Design seq_gen, sky130hd; sources not shown.
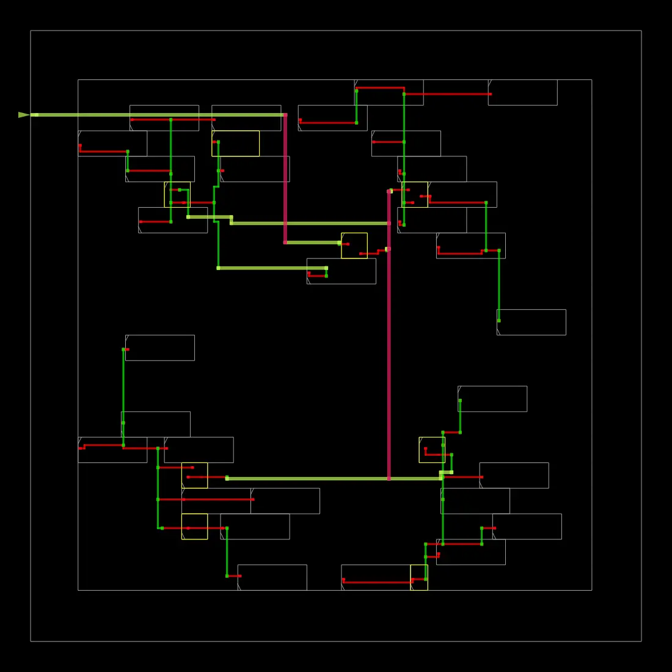
**Above:** run 1 (clock routing).
clock buffers: 7
Clock Power: 0.204 mW
TritonCTS Buffers: 5

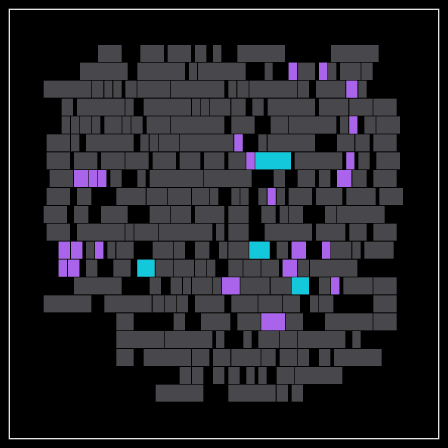
**Above:** run 1 (gate families picked out).
- nor cells: purple (cells 23; most used nor2_1)
- non-inverting ao/oa cells: cyan (cells 4; where centre)
logic share of the area: 0.5322
tally of non-filler cells in the final layout: 271
dominant logic cell type in the layout: dfxtp_1

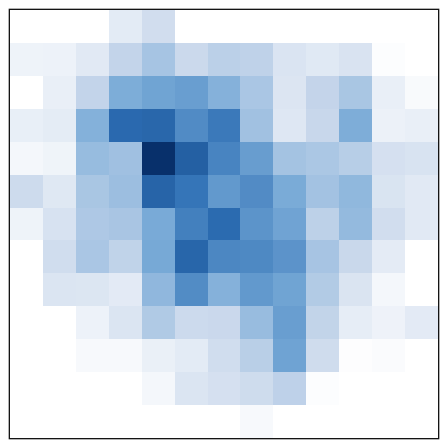
**Above:** run 1 (routed metal per tile).
13 x 13 tiles, from white (low) to dark blue (high), scaled to the fullest tile. Values are wire area over tile area, all layers added.
- mean over tiles: 0.18
- tiles over half the peak: 17%
- fullest tile: 0.75
- nearly empty tiles: 26%
GRT Util Overall: 0.2402
WL/cell: 16.67 um
via count: 1733
Routed WL: 4.518 mm

==> impl_metrics.ini, run 1 <==
; generated from flow reports
[synthesis]
yosys-stat-area_um2 = 1851
ys_seq_share = 0.3245
syn_area_per_cell_um2 = 8.528
synth_warnings = 0
top_area_cell = dfxtp_1
ys_async_sr_fraction = 0

[floorplan]
std_cell_rows = 20
io_pins = 24
core-area_um2 = 2978
chipArea_um2 = 4235

[routing]
drcViolationCount = 0
ant_nets = 0
vias_per_cell = 6.395

[placed_design]
place_inst = 263
pre_cts_slack_ns = 1.315
placed_cell_area_um2 = 2090
port_buffers = 23
gp_congestion = 0.9601

[final_timing]
max_freq_mhz = 416.2
period_needed_ns = 2.403
setup_ws_ns = 1.497
hold_viol = 0
holdWs_ns = 0.3884
finalCritPeriodShare = 0.6161
finalSetupViolations = 0

[critical_path]
timing.critical_path.buf_inv = 0
end_kind = flop
start_kind = flop
slowest_delay_ns = 0.72
path_class = reg -> reg
critPathRequiredTime_ns = 4.03
reg2reg_slack_ns = 1.50
path_max_fanout = 17

[status]
outcome = finished clean

[final_layout]
largest_reg_flops = 8
drive_above_1_share = 0.1050
syn_to_final_growth_pct = 16.36
seq_area_um2 = 600.6
nets = 267
utilization = 0.7231

[pwr]
finalPower_mw = 1.458
comb_power_share = 0.544
powerDensity_nw_per_um2 = 677.3
power_frac_seq = 0.317
p_sw_frac = 0.4353
p_clk_frac = 0.140

[worst_hold_path]
hp-class = reg -> reg
hold_depth = 2

[grt]
antenna_found_initial = 0
grt_pass1_wl_mm = 7.790
overflow = 0
grt_pass1_vias = 1708
grt_max_degree = 18

[clock_tree]
cts_max_level = 2
tritoncts = yes
clk_latency_ns = 0.34

[flow_run]
warnings = 30
-- run 1: power by group through the flow --
stage / sequential (mW) / clock, mW / combinational (mW)
detailed placement: 0.465 / 0 / 0.776
finish: 0.462 / 0.204 / 0.793
floorplan: 0.447 / 0 / 0.599
CTS: 0.459 / 0.203 / 0.779
global placement: 0.460 / 0 / 0.753
global route: 0.474 / 0.224 / 0.882
-- run 1: cell usage after synthesis (2+ instances only) --
| master | number |
|---|---|
| o221ai_1 | 3 |
| a21oi_1 | 26 |
| nand2_1 | 26 |
| or3_1 | 2 |
| clkbuf_1 | 7 |
| buf_1 | 2 |
| or3_2 | 2 |
| buf_2 | 2 |
| nand2b_1 | 4 |
| or4_1 | 3 |
| ha_1 | 10 |
| nor3_1 | 4 |
| dfxtp_1 | 30 |
| a2111oi_0 | 2 |
| nor2b_1 | 4 |
| xor2_1 | 2 |
| nor2_1 | 13 |
| and3_1 | 2 |
| a221oi_1 | 2 |
| o2111ai_1 | 4 |
| o21ai_0 | 8 |
| o31ai_1 | 7 |
| mux4_2 | 5 |
| mux2i_1 | 8 |
| inv_1 | 15 |
-- run 1: layer usage --
| layer | wire (um) | share of wire | track usage | vias to the layer above |
|---|---|---|---|---|
| met5 | 0 | 0 | 0 | - |
| li1 | - | - | - | 828 |
| met3 | 314 | 0.069 | 0.07452 | 26 |
| met4 | 194 | 0.043 | 0.1114 | 0 |
| met1 | 1891 | 0.42 | 0.2908 | 791 |
| met2 | 2117 | 0.47 | 0.3883 | 88 |
-- run 1: cell usage in the layout, fill, tap and decap left out, drive strengths merged, types with 7 or more instances in the layout --
cell type,netlist,final
mux2i,8,8
dfxtp,30,30
nor2,13,13
nand2,26,26
clkdlybuf4s50,0,23
a21oi,27,27
o31ai,7,7
ha,10,10
o21ai,8,8
inv,15,15
clkbuf,7,7
-- run 1: cell type report --
| cell class | instances | share of cell area |
|---|---|---|
| clock buffers | 7 | 0.02731 |
| clock inverters | 1 | 0.002324 |
| inverters | 16 | 0.02789 |
| multi-input cells | 160 | 0.5322 |
| flip-flops and latches | 30 | 0.2789 |
| well taps | 33 | 0.01917 |
| repair buffers | 24 | 0.1121 |
-- run 1: worst register-to-register path, stage by stage (launching register included) --
cell and delay, ns:
dfxtp_1 0.41, ha_1 0.57, or4bb_2 0.72, o31ai_1 0.16
a2111oi_0 0.13, o21a_1 0.21
-- run 1: cells by family after synthesis --
family | count (synthesis) | share of synthesized area
adder cells (fa/ha/maj) | 10 | 0.06761
multiplexers | 14 | 0.1102
buffers and inverters | 27 | 0.05612
XOR/XNOR | 3 | 0.01420
AND-OR/OR-AND | 62 | 0.2245
AND/OR/NAND/NOR | 71 | 0.2028
flip-flops | 30 | 0.3245
==> run 2, diff against run 1 <==
--- a/config.mk
+++ b/config.mk
@@ -7,11 +7,11 @@
 export LEC_CHECK = 0
 export CAP_MARGIN = 40
 export CORE_MARGIN = 5
-export CORE_UTILIZATION = 61
+export CORE_UTILIZATION = 57
 export CTS_BUF_LIST = sky130_fd_sc_hd__clkbuf_2 sky130_fd_sc_hd__clkbuf_4 sky130_fd_sc_hd__clkbuf_8
 export CTS_CLUSTER_SIZE = 14
 export DETAILED_ROUTE_END_ITERATION = 10
-export PLACE_DENSITY = 0.91
+export PLACE_DENSITY = 0.86
 export SYNTH_ARGS = -nofsm -noshare
 export SYNTH_HDL_FRONTEND = slang
 export SYNTH_SLANG_ARGS = --single-unit
==> constraint.sdc (replaced) <==
create_clock -name clk -period 2.4 [get_ports clk]
set_clock_uncertainty 0.1 [all_clocks]
set_input_delay 0.24 -clock clk [delete_from_list [all_inputs] [get_ports clk]]
set_output_delay 0.24 -clock clk [all_outputs]
set_load 0.01 [all_outputs]
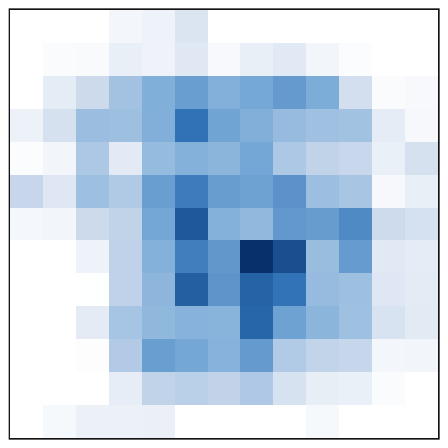
**Above:** run 2 (routed metal per tile).
13 x 13 tiles, from white (low) to dark blue (high), scaled to the fullest tile. Values are wire area over tile area, all layers added.
- tiles over half the peak: 18%
- densest ninth of the die: centre
- mean over tiles: 0.17
via count: 1744
Routed WL: 4.541 mm

==> impl_metrics.ini, run 2 <==
; generated from flow reports
[synthesis]
muxShareOfSynthArea = 0.1102
top_area_cell = dfxtp_1
synth_warnings = 0
synthAdderAreaFrac = 0.06761
syn_area_per_cell_um2 = 8.528
ys_async_sr_fraction = 0
synthTopCellsByCount = dfxtp_1 (30), a21oi_1 (26), nand2_1 (26)
yosys-stat-area_um2 = 1851
xor_share = 0.01420

[grt]
antenna_found_initial = 0
grt_max_degree = 25
use_met3 = 0.05396
met2_usage = 0.3540
overflow = 0

[final_layout]
syn_to_final_growth_pct = 18.66
lay_top_count = dfxtp_1
largest_reg_flops = 8
drive_above_1_share = 0.1198
mostFrequentLayoutCells = dfxtp_1 (30), nand2_1 (26), a21oi_1 (26)
nets = 273

[worst_hold_path]
hp-class = reg -> reg
hold_depth = 2

[placed_design]
gp_congestion = 0.8772
place_inst = 280

[critical_path]
reg2reg_slack_ns = 0.19
critPathRequiredTime_ns = 2.56
end_kind = flop
path_max_fanout = 9

[final_timing]
holdWs_ns = 0.3858
max_freq_mhz = 452.4

[status]
outcome = finished clean

[floorplan]
std_cell_rows = 20
io_pins = 24

[pwr]
p_sw_frac = 0.4318
power_frac_seq = 0.314

[clock_tree]
tritoncts = yes

[routing]
wl_per_cell_um = 15.88
vias_per_cell = 6.098
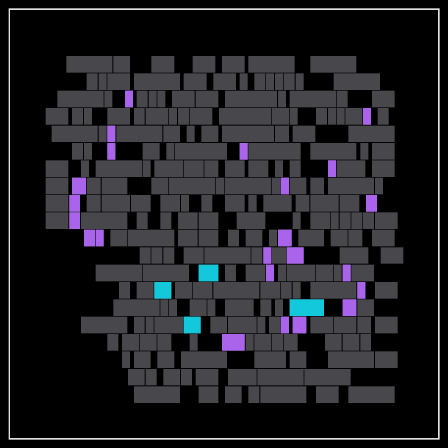
**Above:** run 2 (gate families picked out).
- nor cells: purple (cells 23; most used nor2_1)
- non-inverting ao/oa cells: cyan (cells 4)
tally of non-filler cells in the final layout: 286
logic share of the area: 0.5219

[run 2: cell type report]
type,count,area (um2),share of cell area
tap,44,55.05,0.02507
inverter,16,60.06,0.02735
clock buffer,6,51.30,0.02336
timing repair buffer,30,282.8,0.1288
sequential,30,600.6,0.2735
multi-input combinational,160,1146,0.5219
[run 2: power groups by stage]
stage                     combinational (mW)  sequential [mW]  clock [mW]
final                                   1.33            0.747       0.295
after global routing                    1.47            0.765       0.332
after CTS                               1.32            0.744       0.308
after detailed placement                1.29            0.754           0
after global placement                  1.27            0.747           0
after floorplan                        0.973            0.726           0
[run 2: cell families after synthesis]
logic type	Yosys count
adders and majority gates	10
xor gates and xnor gates	3
buffers and inverters	27
DFF	30
muxes	14
AOI/OAI and AO/OA	62
and+or+nand+nor	71
[run 2: tightest hold or removal path, stage by stage (launching register included)]
cell	delay [ns]
dfxtp_1	0.34
nand2_1	0.06
a21oi_1	0.05
[run 2: per-layer routing]
metal,vias up,part of all wire
met5,-,0
met2,76,0.46
met4,0,0.034
met3,14,0.070
met1,814,0.44
li1,840,-
[run 2: per-stage QoR]
stage,power (mW),worst slack [ns],utilization,instance area (um2)
global route,2.569,0.07756,0.7134,2196
CTS,2.370,0.2074,0.7134,2196
finish,2.377,0.1895,0.7134,2196
detailed placement,2.048,0.1788,0.6967,2145
floorplan,1.699,0.2715,-,1851
global placement,2.019,0.2464,0.6967,2145
No activity file was given, so power comes from the tool's default toggle rates.
